<file path="config.mk">
export PLATFORM = sky130hd
export DESIGN_NAME = axi4lite_csr_slave
export DESIGN_NICKNAME = d
export VERILOG_FILES = /design/src/rtl/axi4lite_csr_pkg.sv /design/src/rtl/axi4lite_csr_slave.sv
export SDC_FILE = /design/constraint.sdc
export NUM_CORES = 1
export LEC_CHECK = 0
export ABC_AREA = 1
export CAP_MARGIN = 0
export CORE_ASPECT_RATIO = 1.1
export CORE_MARGIN = 1
export CORE_UTILIZATION = 55
export CTS_BUF_LIST = sky130_fd_sc_hd__clkbuf_16
export DETAILED_ROUTE_END_ITERATION = 8
export PLACE_DENSITY = 0.92
export SLEW_MARGIN = 15
export SYNTH_ARGS = -nofsm -noshare
export SYNTH_HDL_FRONTEND = slang
export SYNTH_SLANG_ARGS = --single-unit
</file>
<file path="constraint.sdc">
create_clock -name clk -period 3.8 [get_ports clk]
set_input_delay 0.38 -clock clk [delete_from_list [all_inputs] [get_ports clk]]
set_output_delay 0.38 -clock clk [all_outputs]
set_load 0.03 [all_outputs]
</file>
<file path="src/rtl/axi4lite_csr_pkg.sv">
// Shared definitions for the AXI4-lite CSR slave: register map, response
// codes, FSM state types and the byte-merge helper used on writes.
package axi4lite_csr_pkg;

  // Word indices of the implemented registers
  localparam int unsigned IDX_ID       = 0;
  localparam int unsigned IDX_SCRATCH  = 1;
  localparam int unsigned IDX_CTRL     = 2;
  localparam int unsigned IDX_COUNTER  = 3;
  localparam int unsigned IDX_WR_COUNT = 4;
  localparam int unsigned IDX_USER0    = 5;
  localparam int unsigned IDX_USER1    = 6;
  localparam int unsigned IDX_USER2    = 7;

  // CTRL register bit positions
  localparam int unsigned CTRL_CNT_EN  = 0;
  localparam int unsigned CTRL_CNT_CLR = 1;

  // AXI response codes
  localparam logic [1:0] RESP_OKAY   = 2'b00;
  localparam logic [1:0] RESP_SLVERR = 2'b10;

  // Data returned for reads outside the implemented range
  localparam logic [31:0] RDATA_DEFAULT = 32'hDEAD_BEEF;

  typedef enum logic [1:0] {
    W_IDLE,
    W_HAVE_AW,
    W_HAVE_W,
    W_RESP
  } w_state_e;

  typedef enum logic {
    R_IDLE,
    R_RESP
  } r_state_e;

  // Replace only the bytes of oldVal whose strobe bit is set
  function automatic logic [31:0] mergeBytes(input logic [31:0] oldVal,
                                             input logic [31:0] newVal,
                                             input logic [3:0]  strb);
    logic [31:0] merged;
    merged = oldVal;
    for (int b = 0; b < 4; b++) begin
      if (strb[b]) begin
        merged[8*b +: 8] = newVal[8*b +: 8];
      end
    end
    return merged;
  endfunction

endpackage

</file>
<file path="src/rtl/axi4lite_csr_slave.sv">
// AXI4-lite slave exposing a small word-indexed CSR block: ID, scratch,
// control, a free-running counter, a write counter and three user registers.
// Write and read channels run independent FSMs so both can be busy at once.
module axi4lite_csr_slave
  import axi4lite_csr_pkg::*;
#(
  parameter int unsigned ADDR_W   = 16,
  parameter int unsigned NUM_REGS = 8,
  parameter logic [31:0] ID_VALUE = 32'hACCE_0001
) (
  input  logic              clk,
  input  logic              rst,
  input  logic [ADDR_W-1:0] s_axi_awaddr,
  input  logic              s_axi_awvalid,
  output logic              s_axi_awready,
  input  logic [31:0]       s_axi_wdata,
  input  logic [3:0]        s_axi_wstrb,
  input  logic              s_axi_wvalid,
  output logic              s_axi_wready,
  output logic [1:0]        s_axi_bresp,
  output logic              s_axi_bvalid,
  input  logic              s_axi_bready,
  input  logic [ADDR_W-1:0] s_axi_araddr,
  input  logic              s_axi_arvalid,
  output logic              s_axi_arready,
  output logic [31:0]       s_axi_rdata,
  output logic [1:0]        s_axi_rresp,
  output logic              s_axi_rvalid,
  input  logic              s_axi_rready,
  output logic [31:0]       user_reg0,
  output logic [31:0]       user_reg1,
  output logic [31:0]       user_reg2
);

  // Index lies inside the implemented register window
  function automatic logic inRange(input logic [ADDR_W-1:0] a);
    return 64'(a) < 64'(NUM_REGS);
  endfunction

  // Index selects register k
  function automatic logic isIdx(input logic [ADDR_W-1:0] a, input int unsigned k);
    return 64'(a) == 64'(k);
  endfunction

  w_state_e          wrState_q;
  logic              awReady_q;
  logic              wReady_q;
  logic              bValid_q;
  logic [1:0]        bResp_q;
  logic [ADDR_W-1:0] awAddr_q;
  logic [31:0]       wData_q;
  logic [3:0]        wStrb_q;

  r_state_e          rdState_q;
  logic              arReady_q;
  logic              rValid_q;
  logic [31:0]       rData_q;
  logic [1:0]        rResp_q;

  logic [31:0]       scratch_q, scratch_d;
  logic              cntEn_q, cntEn_d;
  logic [31:0]       counter_q, counter_d;
  logic [31:0]       wrCount_q, wrCount_d;
  logic [31:0]       user0_q, user0_d;
  logic [31:0]       user1_q, user1_d;
  logic [31:0]       user2_q, user2_d;

  logic              awHs;
  logic              wHs;
  logic              wrCommit;
  logic              wrHit;
  logic [ADDR_W-1:0] wrAddr;
  logic [31:0]       wrData;
  logic [3:0]        wrStrb;
  logic [31:0]       rdValue;
  logic [1:0]        rdResp;

  assign awHs = s_axi_awvalid && awReady_q;
  assign wHs  = s_axi_wvalid && wReady_q;

  // A write commits on the edge where the second of its two halves arrives
  assign wrCommit = ((wrState_q == W_IDLE)    && awHs && wHs) ||
                    ((wrState_q == W_HAVE_AW) && wHs) ||
                    ((wrState_q == W_HAVE_W)  && awHs);

  assign wrAddr = (wrState_q == W_HAVE_AW) ? awAddr_q : s_axi_awaddr;
  assign wrData = (wrState_q == W_HAVE_W)  ? wData_q  : s_axi_wdata;
  assign wrStrb = (wrState_q == W_HAVE_W)  ? wStrb_q  : s_axi_wstrb;
  assign wrHit  = wrCommit && inRange(wrAddr);

  // Write channel FSM: collect AW and W in any order, then hold the response
  always_ff @(posedge clk) begin
    if (rst) begin
      wrState_q <= W_IDLE;
      awReady_q <= 1'b1;
      wReady_q  <= 1'b1;
      bValid_q  <= 1'b0;
      bResp_q   <= RESP_OKAY;
      awAddr_q  <= '0;
      wData_q   <= '0;
      wStrb_q   <= '0;
    end else begin
      case (wrState_q)
        W_IDLE: begin
          if (awHs && wHs) begin
            wrState_q <= W_RESP;
            awReady_q <= 1'b0;
            wReady_q  <= 1'b0;
            bValid_q  <= 1'b1;
            bResp_q   <= inRange(wrAddr) ? RESP_OKAY : RESP_SLVERR;
          end else if (awHs) begin
            wrState_q <= W_HAVE_AW;
            awReady_q <= 1'b0;
            awAddr_q  <= s_axi_awaddr;
          end else if (wHs) begin
            wrState_q <= W_HAVE_W;
            wReady_q  <= 1'b0;
            wData_q   <= s_axi_wdata;
            wStrb_q   <= s_axi_wstrb;
          end
        end
        W_HAVE_AW: begin
          if (wHs) begin
            wrState_q <= W_RESP;
            wReady_q  <= 1'b0;
            bValid_q  <= 1'b1;
            bResp_q   <= inRange(wrAddr) ? RESP_OKAY : RESP_SLVERR;
          end
        end
        W_HAVE_W: begin
          if (awHs) begin
            wrState_q <= W_RESP;
            awReady_q <= 1'b0;
            bValid_q  <= 1'b1;
            bResp_q   <= inRange(wrAddr) ? RESP_OKAY : RESP_SLVERR;
          end
        end
        W_RESP: begin
          if (s_axi_bready) begin
            wrState_q <= W_IDLE;
            awReady_q <= 1'b1;
            wReady_q  <= 1'b1;
            bValid_q  <= 1'b0;
          end
        end
        default: begin
          wrState_q <= W_IDLE;
        end
      endcase
    end
  end

  // Register file next state: counter ticking, write-commit updates, clear priority
  always_comb begin
    scratch_d = scratch_q;
    cntEn_d   = cntEn_q;
    counter_d = counter_q;
    wrCount_d = wrCount_q;
    user0_d   = user0_q;
    user1_d   = user1_q;
    user2_d   = user2_q;

    if (cntEn_q) begin
      counter_d = counter_q + 32'd1;
    end

    if (wrCommit) begin
      wrCount_d = wrCount_q + 32'd1;
    end

    if (wrHit) begin
      if (isIdx(wrAddr, IDX_SCRATCH)) begin
        scratch_d = mergeBytes(scratch_q, wrData, wrStrb);
      end
      if (isIdx(wrAddr, IDX_CTRL) && wrStrb[0]) begin
        cntEn_d = wrData[CTRL_CNT_EN];
        if (wrData[CTRL_CNT_CLR]) begin
          counter_d = '0;
        end
      end
      if (isIdx(wrAddr, IDX_USER0)) begin
        user0_d = mergeBytes(user0_q, wrData, wrStrb);
      end
      if (isIdx(wrAddr, IDX_USER1)) begin
        user1_d = mergeBytes(user1_q, wrData, wrStrb);
      end
      if (isIdx(wrAddr, IDX_USER2)) begin
        user2_d = mergeBytes(user2_q, wrData, wrStrb);
      end
    end
  end

  // Register file storage
  always_ff @(posedge clk) begin
    if (rst) begin
      scratch_q <= '0;
      cntEn_q   <= 1'b0;
      counter_q <= '0;
      wrCount_q <= '0;
      user0_q   <= '0;
      user1_q   <= '0;
      user2_q   <= '0;
    end else begin
      scratch_q <= scratch_d;
      cntEn_q   <= cntEn_d;
      counter_q <= counter_d;
      wrCount_q <= wrCount_d;
      user0_q   <= user0_d;
      user1_q   <= user1_d;
      user2_q   <= user2_d;
    end
  end

  // Read decode from current register outputs, so a same-edge write is not visible
  always_comb begin
    rdValue = '0;
    rdResp  = RESP_OKAY;
    if (!inRange(s_axi_araddr)) begin
      rdValue = RDATA_DEFAULT;
      rdResp  = RESP_SLVERR;
    end else if (isIdx(s_axi_araddr, IDX_ID)) begin
      rdValue = ID_VALUE;
    end else if (isIdx(s_axi_araddr, IDX_SCRATCH)) begin
      rdValue = scratch_q;
    end else if (isIdx(s_axi_araddr, IDX_CTRL)) begin
      rdValue = {31'd0, cntEn_q};
    end else if (isIdx(s_axi_araddr, IDX_COUNTER)) begin
      rdValue = counter_q;
    end else if (isIdx(s_axi_araddr, IDX_WR_COUNT)) begin
      rdValue = wrCount_q;
    end else if (isIdx(s_axi_araddr, IDX_USER0)) begin
      rdValue = user0_q;
    end else if (isIdx(s_axi_araddr, IDX_USER1)) begin
      rdValue = user1_q;
    end else if (isIdx(s_axi_araddr, IDX_USER2)) begin
      rdValue = user2_q;
    end
  end

  // Read channel FSM: capture data on AR handshake and hold it until taken
  always_ff @(posedge clk) begin
    if (rst) begin
      rdState_q <= R_IDLE;
      arReady_q <= 1'b1;
      rValid_q  <= 1'b0;
      rData_q   <= '0;
      rResp_q   <= RESP_OKAY;
    end else begin
      case (rdState_q)
        R_IDLE: begin
          if (s_axi_arvalid) begin
            rdState_q <= R_RESP;
            arReady_q <= 1'b0;
            rValid_q  <= 1'b1;
            rData_q   <= rdValue;
            rResp_q   <= rdResp;
          end
        end
        R_RESP: begin
          if (s_axi_rready) begin
            rdState_q <= R_IDLE;
            arReady_q <= 1'b1;
            rValid_q  <= 1'b0;
          end
        end
        default: begin
          rdState_q <= R_IDLE;
        end
      endcase
    end
  end

  assign s_axi_awready = awReady_q;
  assign s_axi_wready  = wReady_q;
  assign s_axi_bvalid  = bValid_q;
  assign s_axi_bresp   = bResp_q;
  assign s_axi_arready = arReady_q;
  assign s_axi_rvalid  = rValid_q;
  assign s_axi_rdata   = rData_q;
  assign s_axi_rresp   = rResp_q;

  assign user_reg0 = user0_q;
  assign user_reg1 = user1_q;
  assign user_reg2 = user2_q;

endmodule
</file>
==> images/layer_met2.png <==
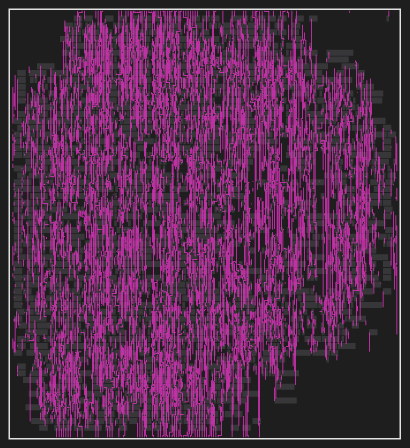
share of all routed wire: 46%
main direction: vertical
longest straight run: 72.8 um

==> images/logic_types.png <==
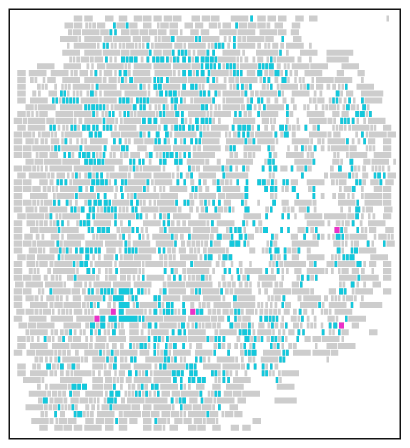
| family | colour | cells |
|---|---|---|
| nand cells | cyan | 731 |
| and/or cells | magenta | 5 |

==> images/layer_met1.png <==
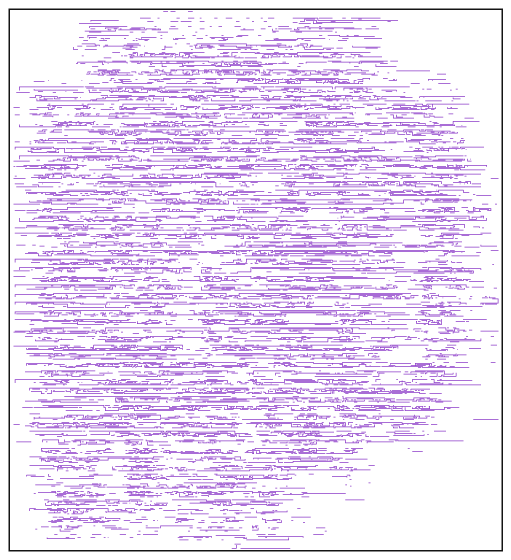
longest straight run: 54.3 um
wire length on this layer: 18400 um

==> run summary <==
Numbers from the implementation run.

The flow ran to the end, and the final reports show no timing, DRC or antenna violations. Looking at the worst setup and hold paths, the clock pins of their registers show a slew of 0.06 ns. The number of warning messages in the yosys log is 0. The cell with the largest stage delay on the worst path is sky130_fd_sc_hd__ha_1.

The total count of max-transition violations in the final report is 0. The multiplexer share of the synthesized area is between 1.5 and 2%. The CTS tree is done. The area overhead of the layout relative to synthesis is 22.37%. The number of buffers on the longest clock path is 3.

The insertion delay to the later sink of the worst-skew pair is 0.56 ns. At the end of the flow, the number of nets in the layout was 2395. around 210 I/O pins were placed.

The number of antenna violations at the first check in global routing is 2. The first global-routing pass estimated a little over 70000 um of wire. The adder-cell share of the synthesized area is less than 1%. In this run the post-CTS setup repair buffer count came out at 0. The root buffer cell chosen for the clock tree is sky130_fd_sc_hd__clkbuf_16.

The clock skew after layout is roughly 0.013 ns. The average vias per placed instance is 5.695. The total wire length is 45940 um. The sum of net half-perimeters after detailed placement is 33660 um. Per the CTS log, the maximum H-tree level is 1. In this build the clock could be raised as far as around 320 MHz.

In this run the static leakage power is 6.740 nW. The overall die size recorded for this design is ~27000 um^2. The final setup TNS is 0 ns. The stage logs contain a warning count of 33. The y dimension of the die is 170.7 um. Traced cell by cell, the critical path runs through inv_1, ha_1, nand2_1, nand2_1, buf_4, nand2_1, inv_1, nand3_1, nor2_1, nand2_1, xor2_1, nor2_1. The total DRC errors in the routed layout is 0. The final RePlAce weighted congestion is ~1.0. The number of buffers and inverters on the critical path is 3.
==> images/cell_density.png <==
The die is cut into 16 by 17 equal tiles; white is low, dark blue is high, 0 to 100% covered.
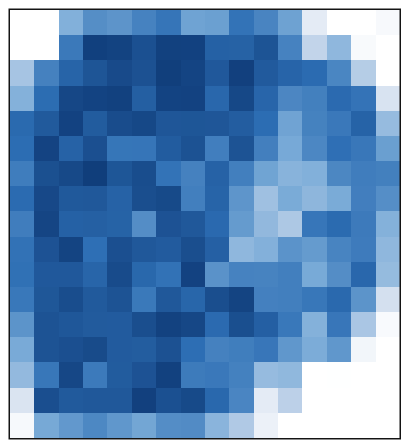
emptiest ninth of the die: bottom right
mean over tiles: 64%
nearly empty tiles: 8.1%
tiles over 75% full: 45%
fullest tile: 94%

==> images/placement.png <==
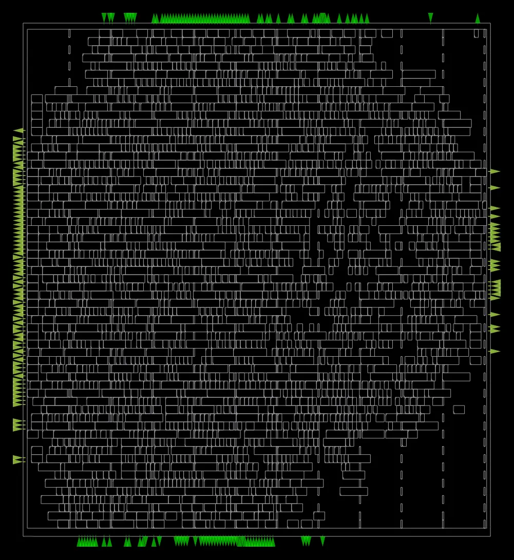
registers: 287
placement row count: 61
sequential portion of the cell area: 33.00%
number of tap cells added at floorplan: 346

-- layer usage --
metal | GRT usage [%] | wire length, um | vias to the layer above
met5 | 0 | 27 | -
met4 | 14.79 | 1870 | 4
met3 | 4.813 | 4655 | 146
met2 | 54.98 | 20980 | 921
met1 | 45.62 | 18410 | 7001
li1 | - | - | 7195
-- final cells by class --
class,count,area (um^2)
Clock inverter,25,219.0
Fill cell,2116,7926
Multi-Input combinational cell,1625,7492
Tap cell,346,432.9
Sequential cell,287,5746
Timing Repair Buffer,231,2277
Clock buffer,29,725.7
Inverter,138,520.5
-- through the flow --
stage | util (%) | total power, mW | cells | area (um^2)
global placement | 64.99 | 4.832 | 2627 | 16470
global route | 68.72 | 8.057 | 2681 | 17410
floorplan | - | 4.396 | 2158 | 14230
finish | 68.72 | 7.772 | 2681 | 17410
detailed placement | 64.99 | 4.897 | 2627 | 16470
CTS | 68.72 | 7.734 | 2681 | 17410
-- state kept, by name, summed over array words and instances, names as in the netlist, 4 cells and up --
register	flops
s_axi_rdata	32
awAddr_q	16
counter_q	32
user_reg2	32
user_reg1	32
wStrb_q	4
scratch_q	32
user_reg0	32
wData_q	32
wrCount_q	32
-- path summary, 6_finish.rpt --
check | startpoint | endpoint | slack, ns | cells after the start
max reg2reg | wrState_q[1] | wrCount_q[14] | 0.71 | 12
min reg2reg | awAddr_q[1] | awAddr_q[1] | 0.45 | 2
min | rst | s_axi_arready | 0.42 | 3
max | wrState_q[1] | wrCount_q[14] | 0.71 | 12
-- power by group --
group          total, mW  switching (mW)  internal (mW)
sequential          3.30           0.114           3.19
combinational       1.58            1.07          0.508
clock               2.89            1.23           1.66
total               7.77            2.42           5.35
No activity file was given, so power comes from the tool's default toggle rates.
